### Cells by drive strength, run 1

Drawn at 2 px/um.
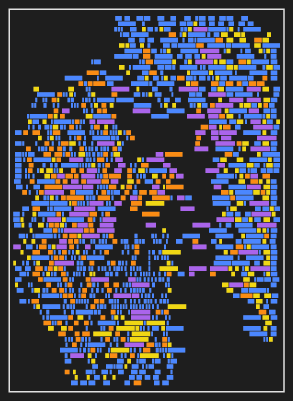
### M1 wires, run 1

Drawn at 2 px/um.
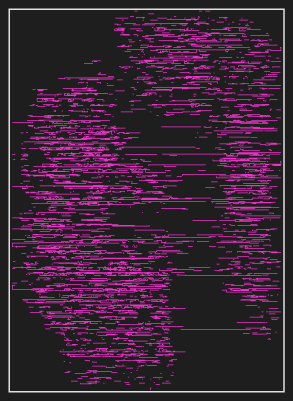
### Congestion heat map, run 1

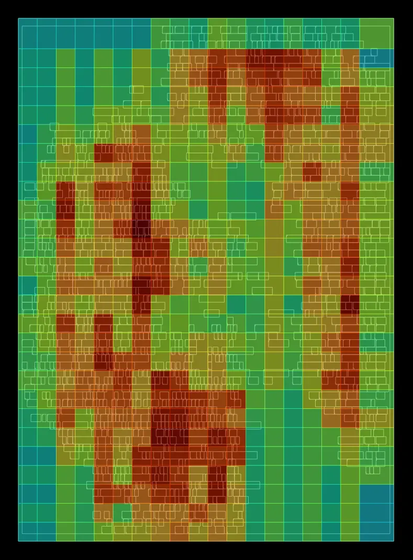
### Cells colored by class, run 1

Drawn at 2 px/um.
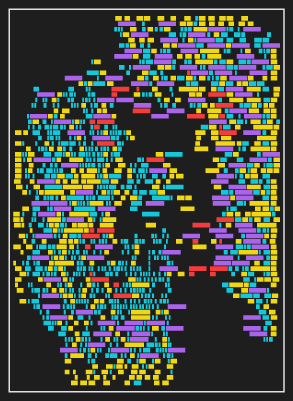
==> config.mk <==
export PLATFORM = sky130hd
export DESIGN_NAME = dma_fifo_writer
export DESIGN_NICKNAME = d
export VERILOG_FILES = /design/src/rtl/dma_fifo_writer.sv
export SDC_FILE = /design/constraint.sdc
export NUM_CORES = 1
export LEC_CHECK = 0
export ABC_AREA = 1
export CAP_MARGIN = 20
export CORE_ASPECT_RATIO = 1.4
export CORE_MARGIN = 1
export CORE_UTILIZATION = 25
export DETAILED_ROUTE_END_ITERATION = 16
export MAX_ROUTING_LAYER = met4
export SYNTH_ARGS = -nofsm -noshare
export SYNTH_HDL_FRONTEND = slang
export SYNTH_SLANG_ARGS = --single-unit
==> constraint.sdc <==
create_clock -name clk_i -period 1.5 [get_ports clk_i]
set_input_delay 0.3 -clock clk_i [delete_from_list [all_inputs] [get_ports clk_i]]
set_output_delay 0.3 -clock clk_i [all_outputs]
set_load 0.01 [all_outputs]
==> run notes, run 1 <==
This note records the results obtained with Yosys and OpenROAD.

Global route
The fraction of met2 tracks used by global routing is 39.8%.

Run status
The flow ran to the end, but the final reports show violations. The final reports fail on negative setup slack.

STA
The final worst-path setup slack is -382 ps. For this run, the final setup violation count is recorded as about 120.

CTS
The clock transition at the register clock pins on the worst setup and hold paths after CTS is ~60 ps. The number of instances resized during post-cts repair is 303. The post-CTS hold buffer count recorded in the log is 1. TritonCTS built the clock tree. The number of buffers added by the clock tree synthesis step is 17. The number of levels in the clock H-tree is 4.

Route
The total DRC errors in the routed layout is 0.

Run
The count of warning messages emitted by the tools is 34.

Synth
The total of flip-flops plus latches after synthesis is around 110. Yosys printed 0 warnings. For this design, Yosys synthesis ends with a cell count of 941.

Floorplan
The number of tapcells is approximately 320. The die covers between 20000 and 30000 um^2.

Layout
The data-path buffer share of cell area in the final layout is a little over a third. The register with the most flip-flops in the layout has 64 of them. After layout, the inverter instance count without clock inverters stands at a little over 60.

Worst setup path
The peak per-stage delay on the critical path is between 300 and 400 ps. The report shows a maximum critical-path fanout of 2. The startpoint class of the critical path is a flop. The required time at the worst endpoint is listed as 1200 ps.

Power and ir drop
For this design the total switching power over the nets is between 10 and 15 mW. Switching power as a fraction of the total was reported as a little over two fifths. Combinational logic is responsible for around two thirds of the overall power.

Placed design
The minimum setup slack after placement is -504 ps. Routability-driven placement finished with a final weighted congestion of approximately 0.88.
Notes on 'Cells by drive strength' above:
| size | color | cells | share |
|---|---|---|---|
| _2 cells | yellow | 206 | 15% |
| _3 and _4 cells | orange | 214 | 16% |
| _0 and _1 cells | blue | 842 | 62% |
| _6 and larger | purple | 98 | 7.2% |
area grow syn2layout: 99.1%
finished layout cell area: 12600 um^2

Notes on 'M1 wires' above:
longest straight run: 43.2 um
main direction: horizontal
share of all routed wire: 37%
wire length on this layer: 10100 um
nets with wire on the layer: 1298
routed wire length: 27600 um
total via count after detailed routing: 7865

Notes on 'Congestion heat map' above:
Final Util: 51.0%
detailed-route wire length per cell: 16.5 um

Notes on 'Cells colored by class' above:
| class | color | cells | share of their area |
|---|---|---|---|
| sequential cells | purple | 114 | 23% |
| remaining buffers and delay cells | yellow | 426 | 36% |
| clock drivers and dummy loads | red | 32 | 4.4% |
| combinational and other logic | cyan | 788 | 36% |
Core Rows: 68
sequential share of cell area: 22.7%
CORE AREA: 24800 um^2

## Run 2: what changed since run 1
--- a/config.mk
+++ b/config.mk
@@ -9,9 +9,10 @@
 export CAP_MARGIN = 20
 export CORE_ASPECT_RATIO = 1.4
 export CORE_MARGIN = 1
-export CORE_UTILIZATION = 25
+export CORE_UTILIZATION = 42
 export DETAILED_ROUTE_END_ITERATION = 16
 export MAX_ROUTING_LAYER = met4
+export PLACE_DENSITY = 0.78
 export SYNTH_ARGS = -nofsm -noshare
 export SYNTH_HDL_FRONTEND = slang
 export SYNTH_SLANG_ARGS = --single-unit
==> run 2 against run 1 <==
Sequential share of layout area increased by 2.0 points. Critical path depth unchanged. The run still ends with negative setup slack left. Worst setup slack got worse by 28 ps. Critical endpoint unchanged.
==> run notes, run 2 <==
This note records the results obtained with Yosys and OpenROAD.

Synth
The yosys warning tally is 0. The total of flip-flops plus latches after synthesis is approximately 110.

Floorplan
The count of standard-cell rows is ~52. The floorplan step defined a die boundary enclosing around 16000 um^2.

Route
The per-cell routed wire length is around 19 um. Wires add up to about 28000 um.

STA
The final worst-path setup slack is -411 ps. The setup-violating endpoint count in the final report is between 100 and 150.

Worst setup path
The peak per-stage delay on the critical path is about 370 ps. The top fanout value on the critical path is 2. The required time at the worst endpoint is listed as approximately 1200 ps.

Global route
The fraction of met2 tracks used by global routing is between 60% and 70%.

Power and ir drop
Combinational cells account for 60.1% of the total power. Net switching is around 44% of the power.

CTS
The number of buffers added by the clock tree synthesis step is 17. The number of instances resized during post-cts repair is between 200 and 250. The number of levels in the clock H-tree is 4.

The number of buffers inserted by hold repair at cts is 1.

Layout
Cells fill about 80% of the core in the end. The layout has roughly 62 inverters outside the clock class. Measured on the final layout, buffering overhead outside the clock network stands at about a third. The growth of design area from synthesis to finish is 83.0%.

Run status
The final reports fail on negative setup slack. The flow ran to the end, but the final reports show violations.
### Layout detail, run 2

Window x 14 to 39, y 98 to 123 um. Cells in gray, sequential cells in the stronger gray; small squares are vias.
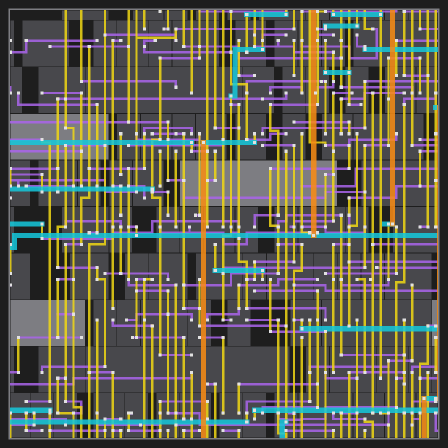
| layer | color |
|---|---|
| metal 3 | cyan |
| metal 1 | purple |
| metal 2 | yellow |
| metal 4 | orange |
most frequent: nand2_1 (22), nand3_1 (13), buf_4 (12)
sequential cells in the window: 2
cells with their middle in the window: 81

## Run 3: what changed since run 2
--- a/config.mk
+++ b/config.mk
@@ -8,7 +8,7 @@
 export ABC_AREA = 1
 export CAP_MARGIN = 20
 export CORE_ASPECT_RATIO = 1.4
-export CORE_MARGIN = 1
+export CORE_MARGIN = 5
 export CORE_UTILIZATION = 42
 export DETAILED_ROUTE_END_ITERATION = 16
 export MAX_ROUTING_LAYER = met4
==> run 3 against run 2 <==
The run still ends with negative setup slack left. Die area increased by 13%. First-iteration DRC count is 54% higher. Area after synthesis unchanged. Largest cell class unchanged.
==> run notes, run 3 <==
This note records the results obtained with Yosys and OpenROAD.

Layout
The area of all placed cells without fillers is about 12000 um^2. After layout, the inverter instance count without clock inverters stands at roughly 62. In this run the layout overhead on the synthesized area is reported as 86.3%. The register with the most flip-flops in the layout has roughly 64 of them.

Run status
The checks that failed: negative setup slack. The run finished, with violations left.

STA
Per the finish-stage timing summary, setup violations number roughly 120. The final worst-path setup slack is -453 ps.

CTS
The timing report gives the clock slew at the launch and capture registers of the worst setup and hold paths as about 70 ps. The clock tree synthesis step divided the H-tree into 4 levels. The TritonCTS clock tree is built.

Gates resized during post-CTS repair numbered around 290. The CTS report gives the tree buffer count as 17. The number of hold buffers added after CTS was 1.

Worst setup path
The top fanout value on the critical path is 8. The required time at the endpoint of the critical path is roughly 1800 ps.

Run
The count of warning messages emitted by the tools is 34.

Floorplan
The floorplan has approximately 53 rows. The total die size is 17700 um^2. According to the tapcell log, the count of inserted taps is about 190.

The total area inside the core boundary comes to approximately 15000 um^2.

Route
For this block, the via count after detailed routing is between 8k and 9k. In the post-route report, total wirelength is listed as roughly 30000 um.

Synth
Synthesis inferred about 110 register bits.

Placed design
The final weighted congestion recorded by global placement is between 0.9 and 1.
### Layout detail, run 3

Window x 16 to 41, y 104 to 129 um. Cells in gray, sequential cells in the stronger gray; small squares are vias.
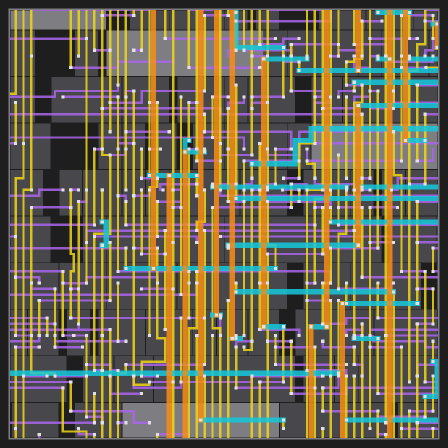
| layer | color |
|---|---|
| metal 2 | yellow |
| metal 4 | orange |
| metal 3 | cyan |
| metal 1 | purple |
cells with their middle in the window: 74
sequential cells in the window: 3
most frequent: nand2_1 (16), buf_4 (16), nand3_1 (8)

No activity file was given, so power comes from the tool's default toggle rates.
